### I/O nets highlighted

Scale: 1 px per um.
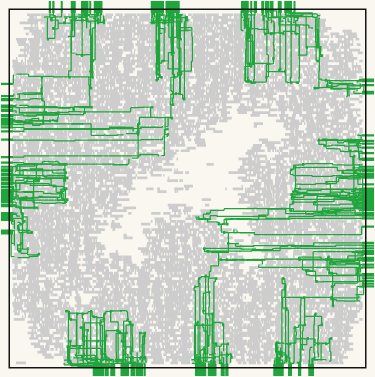
### Cell area per tile

36 x 36 tiles, from dark purple (low) to yellow (high), 0 to 100% covered.
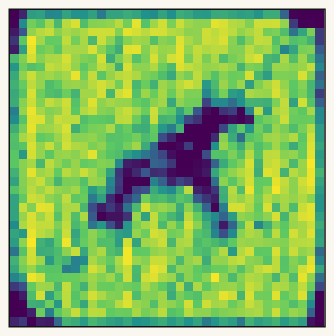
### Clock wiring as the flow saved it

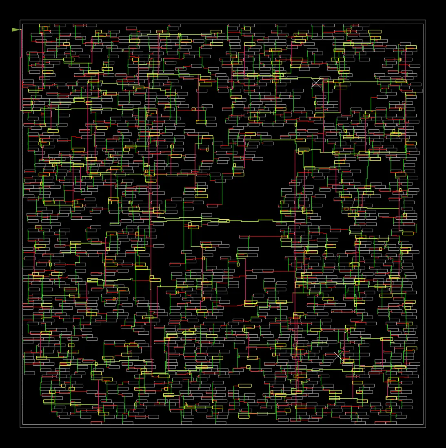
### Gate-type map

Scale: 1.5 px per um.
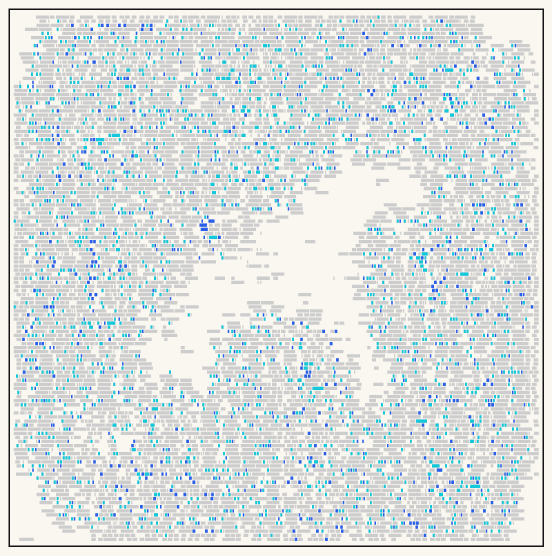
### Register map, names as in the netlist

Scale: 1 px per um. Other sequential cells in the stronger grey, the rest of the logic in the fainter grey.
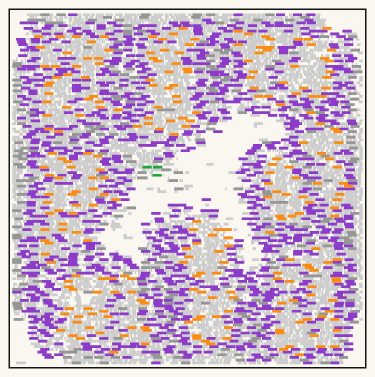
[src/rtl/relu_maxpool.sv]
// rtl/relu_maxpool.sv - per-channel ReLU followed by streaming 2x2 stride-2 max pooling
// Partial maxima of even rows are parked in a half-width row buffer and merged on odd rows.
module relu_maxpool #(
  parameter int filter_total = 8,
  parameter int map_width    = 8,
  parameter int map_height   = 8,
  localparam int COL_W  = (map_width  > 1) ? $clog2(map_width)  : 1,
  localparam int ROW_W  = (map_height > 1) ? $clog2(map_height) : 1,
  localparam int PCW    = (map_width  > 2) ? $clog2(map_width / 2)  : 1,
  localparam int PRW    = (map_height > 2) ? $clog2(map_height / 2) : 1,
  localparam int HALF_W = map_width / 2
) (
  input  logic              clk,
  input  logic              rst_n,
  input  logic [31:0]       conv_outs [filter_total],
  input  logic              conv_outs_valid,
  input  logic              clr,
  output logic [31:0]       pool_outs [filter_total],
  output logic              pool_valid,
  output logic [PCW-1:0]    pool_col,
  output logic [PRW-1:0]    pool_row,
  output logic              frame_done
);

  logic [COL_W-1:0] col_q, col_d;
  logic [ROW_W-1:0] row_q, row_d;
  logic [31:0]      hold_q      [filter_total];
  logic [31:0]      hold_d      [filter_total];
  logic [31:0]      rowbuf_q    [HALF_W][filter_total];
  logic [31:0]      rowbuf_d    [HALF_W][filter_total];
  logic [31:0]      pool_outs_q [filter_total];
  logic [31:0]      pool_outs_d [filter_total];
  logic             pool_valid_q, pool_valid_d;
  logic             frame_done_q, frame_done_d;
  logic [PCW-1:0]   pool_col_q, pool_col_d;
  logic [PRW-1:0]   pool_row_q, pool_row_d;
  logic [31:0]      relu        [filter_total];
  logic [PCW-1:0]   half_col;
  logic             last_col, last_row;

  function automatic logic [31:0] max32(input logic [31:0] a, input logic [31:0] b);
    return (a > b) ? a : b;
  endfunction

  // After ReLU every value is non-negative, so unsigned compares order them correctly.
  always_comb begin
    for (int ch = 0; ch < filter_total; ch++) begin
      relu[ch] = conv_outs[ch][31] ? 32'd0 : conv_outs[ch];
    end
  end

  assign half_col = PCW'(col_q >> 1);
  assign last_col = (col_q == COL_W'(map_width - 1));
  assign last_row = (row_q == ROW_W'(map_height - 1));

  always_comb begin
    col_d        = col_q;
    row_d        = row_q;
    hold_d       = hold_q;
    rowbuf_d     = rowbuf_q;
    pool_outs_d  = pool_outs_q;
    pool_col_d   = pool_col_q;
    pool_row_d   = pool_row_q;
    pool_valid_d = 1'b0;
    frame_done_d = 1'b0;
    if (clr) begin
      col_d = '0;
      row_d = '0;
      for (int ch = 0; ch < filter_total; ch++) hold_d[ch] = '0;
    end else if (conv_outs_valid) begin
      col_d = last_col ? '0 : col_q + COL_W'(1);
      if (last_col) row_d = last_row ? '0 : row_q + ROW_W'(1);
      case ({row_q[0], col_q[0]})
        2'b00: for (int ch = 0; ch < filter_total; ch++) hold_d[ch] = relu[ch];
        2'b01: for (int ch = 0; ch < filter_total; ch++)
                 rowbuf_d[half_col][ch] = max32(hold_q[ch], relu[ch]);
        2'b10: for (int ch = 0; ch < filter_total; ch++)
                 hold_d[ch] = max32(rowbuf_q[half_col][ch], relu[ch]);
        2'b11: begin
          for (int ch = 0; ch < filter_total; ch++)
            pool_outs_d[ch] = max32(hold_q[ch], relu[ch]);
          pool_col_d   = half_col;
          pool_row_d   = PRW'(row_q >> 1);
          pool_valid_d = 1'b1;
          frame_done_d = last_col && last_row;
        end
      endcase
    end
  end

  always_ff @(posedge clk or negedge rst_n) begin
    if (!rst_n) begin
      col_q        <= '0;
      row_q        <= '0;
      pool_col_q   <= '0;
      pool_row_q   <= '0;
      pool_valid_q <= 1'b0;
      frame_done_q <= 1'b0;
      for (int ch = 0; ch < filter_total; ch++) begin
        hold_q[ch]      <= '0;
        pool_outs_q[ch] <= '0;
        for (int i = 0; i < HALF_W; i++) rowbuf_q[i][ch] <= '0;
      end
    end else begin
      col_q        <= col_d;
      row_q        <= row_d;
      hold_q       <= hold_d;
      rowbuf_q     <= rowbuf_d;
      pool_outs_q  <= pool_outs_d;
      pool_col_q   <= pool_col_d;
      pool_row_q   <= pool_row_d;
      pool_valid_q <= pool_valid_d;
      frame_done_q <= frame_done_d;
    end
  end

  assign pool_outs  = pool_outs_q;
  assign pool_valid = pool_valid_q;
  assign pool_col   = pool_col_q;
  assign pool_row   = pool_row_q;
  assign frame_done = frame_done_q;

endmodule
[config.mk]
export PLATFORM = sky130hd
export DESIGN_NAME = relu_maxpool
export DESIGN_NICKNAME = d
export VERILOG_FILES = /design/src/rtl/relu_maxpool.sv
export SDC_FILE = /design/constraint.sdc
export NUM_CORES = 2
export LEC_CHECK = 0
export CAP_MARGIN = 20
export CORE_AREA = 2 2 353 355
export CTS_CLUSTER_SIZE = 16
export DETAILED_ROUTE_END_ITERATION = 6
export DIE_AREA = 0 0 355 357
export PLACE_DENSITY = 0.84
export SKIP_LAST_GASP = 1
export SYNTH_ARGS = -nofsm -noshare
export SYNTH_HDL_FRONTEND = slang
export SYNTH_SLANG_ARGS = --single-unit
[constraint.sdc]
create_clock -name clk -period 6.9 [get_ports clk]
set_input_delay 2.07 -clock clk [delete_from_list [all_inputs] [get_ports clk]]
set_output_delay 2.07 -clock clk [all_outputs]
set_load 0.05 [all_outputs]
==> job_summary.md <==
## PnR job results

| Metric | Value |
|---|---|
| Result of the run | complete, but fails checks |
| Violated checks | design-rule violations |
| H-tree level count | 4 |
| Tap cells | 1637 |
| Layer with the highest usage | met2 |
| Count of input and output buffers | 521 |
| Detailed router's first-iteration violation count | 6086 |
| Post-CTS Hold Fix Bufs | 0 |
| Storage cell area | 0.03874 mm^2 |
| Share of flip-flops with an asynchronous set or reset | 1.000 |
| Synth cell types | 64 |
| Insertion Delay late pin | 0.80 ns |
| Count of non-filler cells in the finished layout | 9583 |
| Die extent in y | 357 um |
| Met3 track demand over resource in global routing | 0.07189 |
| Post-Route M1 WL | 84.87 mm |
| Count of cells along the worst register-to-register path | 11 |
| Family with the most delay on the worst path | buffers and inverters |
| Clock sinks | 1548 |
| Routability congestion estimate from global placement | 0.9323 |
| Leading cell type by number of instances after synthesis | sky130_fd_sc_hd__dfrtp_1 |
| Worst Slack Setup Final | 1.082 ns |
| Dpl cell area | 0.08485 mm^2 |
| Final routed wirelength across all metal layers | 213.9 mm |
| CTS tree | built |
| Number of placed instances with taps included | 9294 |
| Total Routing Usage GR | 0.3388 |
| EDFF count, synth | 0 |
| Number of signal-net buffers in the layout | 629 |
| Critical R2R Capture | hold_q[132] |
| Setup total negative slack | 0 ns |
| Fraction of the core area covered by cells at the end of the flow | 0.7346 |
| DRC violations left | 2 |
| Data arrival time at the worst-slack endpoint | 6.40 ns |
| Routed vias | 60935 |
| Capturing element of the worst setup path | rowbuf_q[554] |
| Die W | 355 um |
| Relative max-transition margin | 0.1712 |
| Tightest Pin Transition | 1.243 ns |
| Combined area of all synthesized cells | 0.07815 mm^2 |
| Routed length per instance | 22.32 um |
| Crit. path cell count | 12 |
| Global-route wire length before repair | 342.0 mm |
| Met3 Routed Length | 18.19 mm |
| Max stage delay on crit path | 0.88 ns |
| End point of the worst hold path | pool_col[1] |
| Synth-to-Final Area Change | 15.60% |
| Layout inverter count without the clock tree | 303 |
| Largest net degree at the start of global routing | 252 |
| Multi-input combinational cell count | 5177 |
| Non-clock buffer contribution to total cell area | 0.07146 |
| CTS Root Cell | sky130_fd_sc_hd__clkbuf_16 |
| Kind of end point of the critical path | flop |
| Total of max-cap violations | 0 |
| Initial standard-cell utilization of the core | 0.6355 |
| Maximum fanout count along the critical path | 25 |
| Net count after synthesis | 8263 |
| Maximum buffer depth of the clock tree | 3 |
| Post-Place Setup Slack | 0.3946 ns |
| Most frequent CP cell | sky130_fd_sc_hd__buf_4 |
| Commonest Layout Cell | sky130_fd_sc_hd__dfrtp_1 |
| Portion of synthesized cell area occupied by the leading cell type | 0.4956 |
| Peak VDD IR | 0.0002495 V |
| Max-slew violation count | 0 |
| Final Net Count | 8579 |
| Top FF cell, synth | sky130_fd_sc_hd__dfrtp_1 |
| Hold_sp | pool_col[1] |
| Post-CTS setup buffer count | 0 |
| Biggest cell category by area in the final layout | flip-flops and latches |
| Cts repair resizes | 0 |
| Core Box Area | 0.1230 mm^2 |
| Sequential fraction of total cell area | 0.4289 |
| Classification of the worst-slack hold path | flop to flop |
| Startpoint type of the worst setup path | primary input |
| Share of final-layout standard cells stronger than drive strength 1 | 0.09063 |
| Number of cells in Yosys stat | 7503 |
| Most numerous logic cells after layout | sky130_fd_sc_hd__dfrtp_1 (1546), sky130_fd_sc_hd__nand2_1 (990), sky130_fd_sc_hd__o21ai_0 (849) |
| Mean number of vias per cell | 6.359 |
| Portion of the post-synthesis area used by sequential elements | 0.4956 |
| Number of synthesized register bits | 1548 |
| Finished layout cell area | 0.09034 mm^2 |
| Proportion of cell area spent on the clock network | 0.06072 |
| Fmax achieved | 0.1719 GHz |
| Global Route met1 Usage | 0.4545 |
| Total die size | 0.1267 mm^2 |
| Initial antenna violation count | 22 |
| Startpoint-to-endpoint class of the critical path | primary input to flop |
| Chip Area, Yosys | 0.07815 mm^2 |
| Global-route track usage on met2 | 0.5330 |
| RSZ-0062 raised after global routing | false |
| Proportion of cell area occupied by multi-input gates | 0.4037 |
| Avg Inst Size Synth | 10.42 um^2 |
| Clock period minus final worst setup slack | 5.818 ns |
| Combinational gate area | 0.03647 mm^2 |
| Uppermost routed layer | met5 |
| Clock-pin slew on the worst setup and hold paths | 0.06 ns |
| Crit path launch | conv_outs[63] |
| Hold-critical path depth | 2 |
| CP max-delay cell | sky130_fd_sc_hd__o22ai_4 |
| Share of the cycle needed by the critical path after routing | 0.8432 |
| Post-DP HPWL | 136.9 mm |
| Reg2Reg Setup Slack | 1.88 ns |
## Picture notes: 'I/O nets highlighted'
Key: green = conv_outs [bits 256, direction input, end cells 248, wire 17200 um]

## Picture notes: 'Cell area per tile'
58% of the tiles are over 75% full. The emptiest ninth of the die: middle. The mean over all tiles is 70%. 4.2% of the tiles are nearly empty. The fullest tile reaches 100%.

## Picture notes: 'Clock wiring as the flow saved it'
number of sequential storage elements: 1548
total clock buffers created by CTS: 160
setup skew after layout: 0.03838 ns
clock buffers: 231

## Picture notes: 'Gate-type map'
Key: blue = nor cells [cells 810, where all over the die]; cyan = aoi and oai cells [cells 1659, where all over the die]

## Picture notes: 'Register map, names as in the netlist'
Key: purple = rowbuf_q [placed flops 1024, where all over the die]; orange = hold_q [placed flops 256, where all over the die]; green = row_q [placed flops 3]

==> report_power, final <==
group	internal (mW)	leakage (nW)	total (mW)	switching (mW)
logic	2.08	18.1	4.68	2.60
clock network	5.36	2.68	9.06	3.70
registers	9.84	20.9	10.3	0.461
==> kinds of logic after synthesis <==
logic type | synth area share
adder cells (fa/ha/maj) | 0.08005
multiplexers | 0.1189
AND-OR/OR-AND | 0.1396
XOR/XNOR | 0.0001121
flip-flops | 0.4956
buffers and inverters | 0.03965
AND/OR/NAND/NOR | 0.1260
==> sequential cells by signal, summed over array words and instances, names as in the netlist <==
signal,cells
rowbuf_q,1024
pool_col,2
row_q,3
pool_outs,256
pool_row,2
frame_done,1
col_q,3
hold_q,256
pool_valid,1
Power and IR drop assume default switching activity.
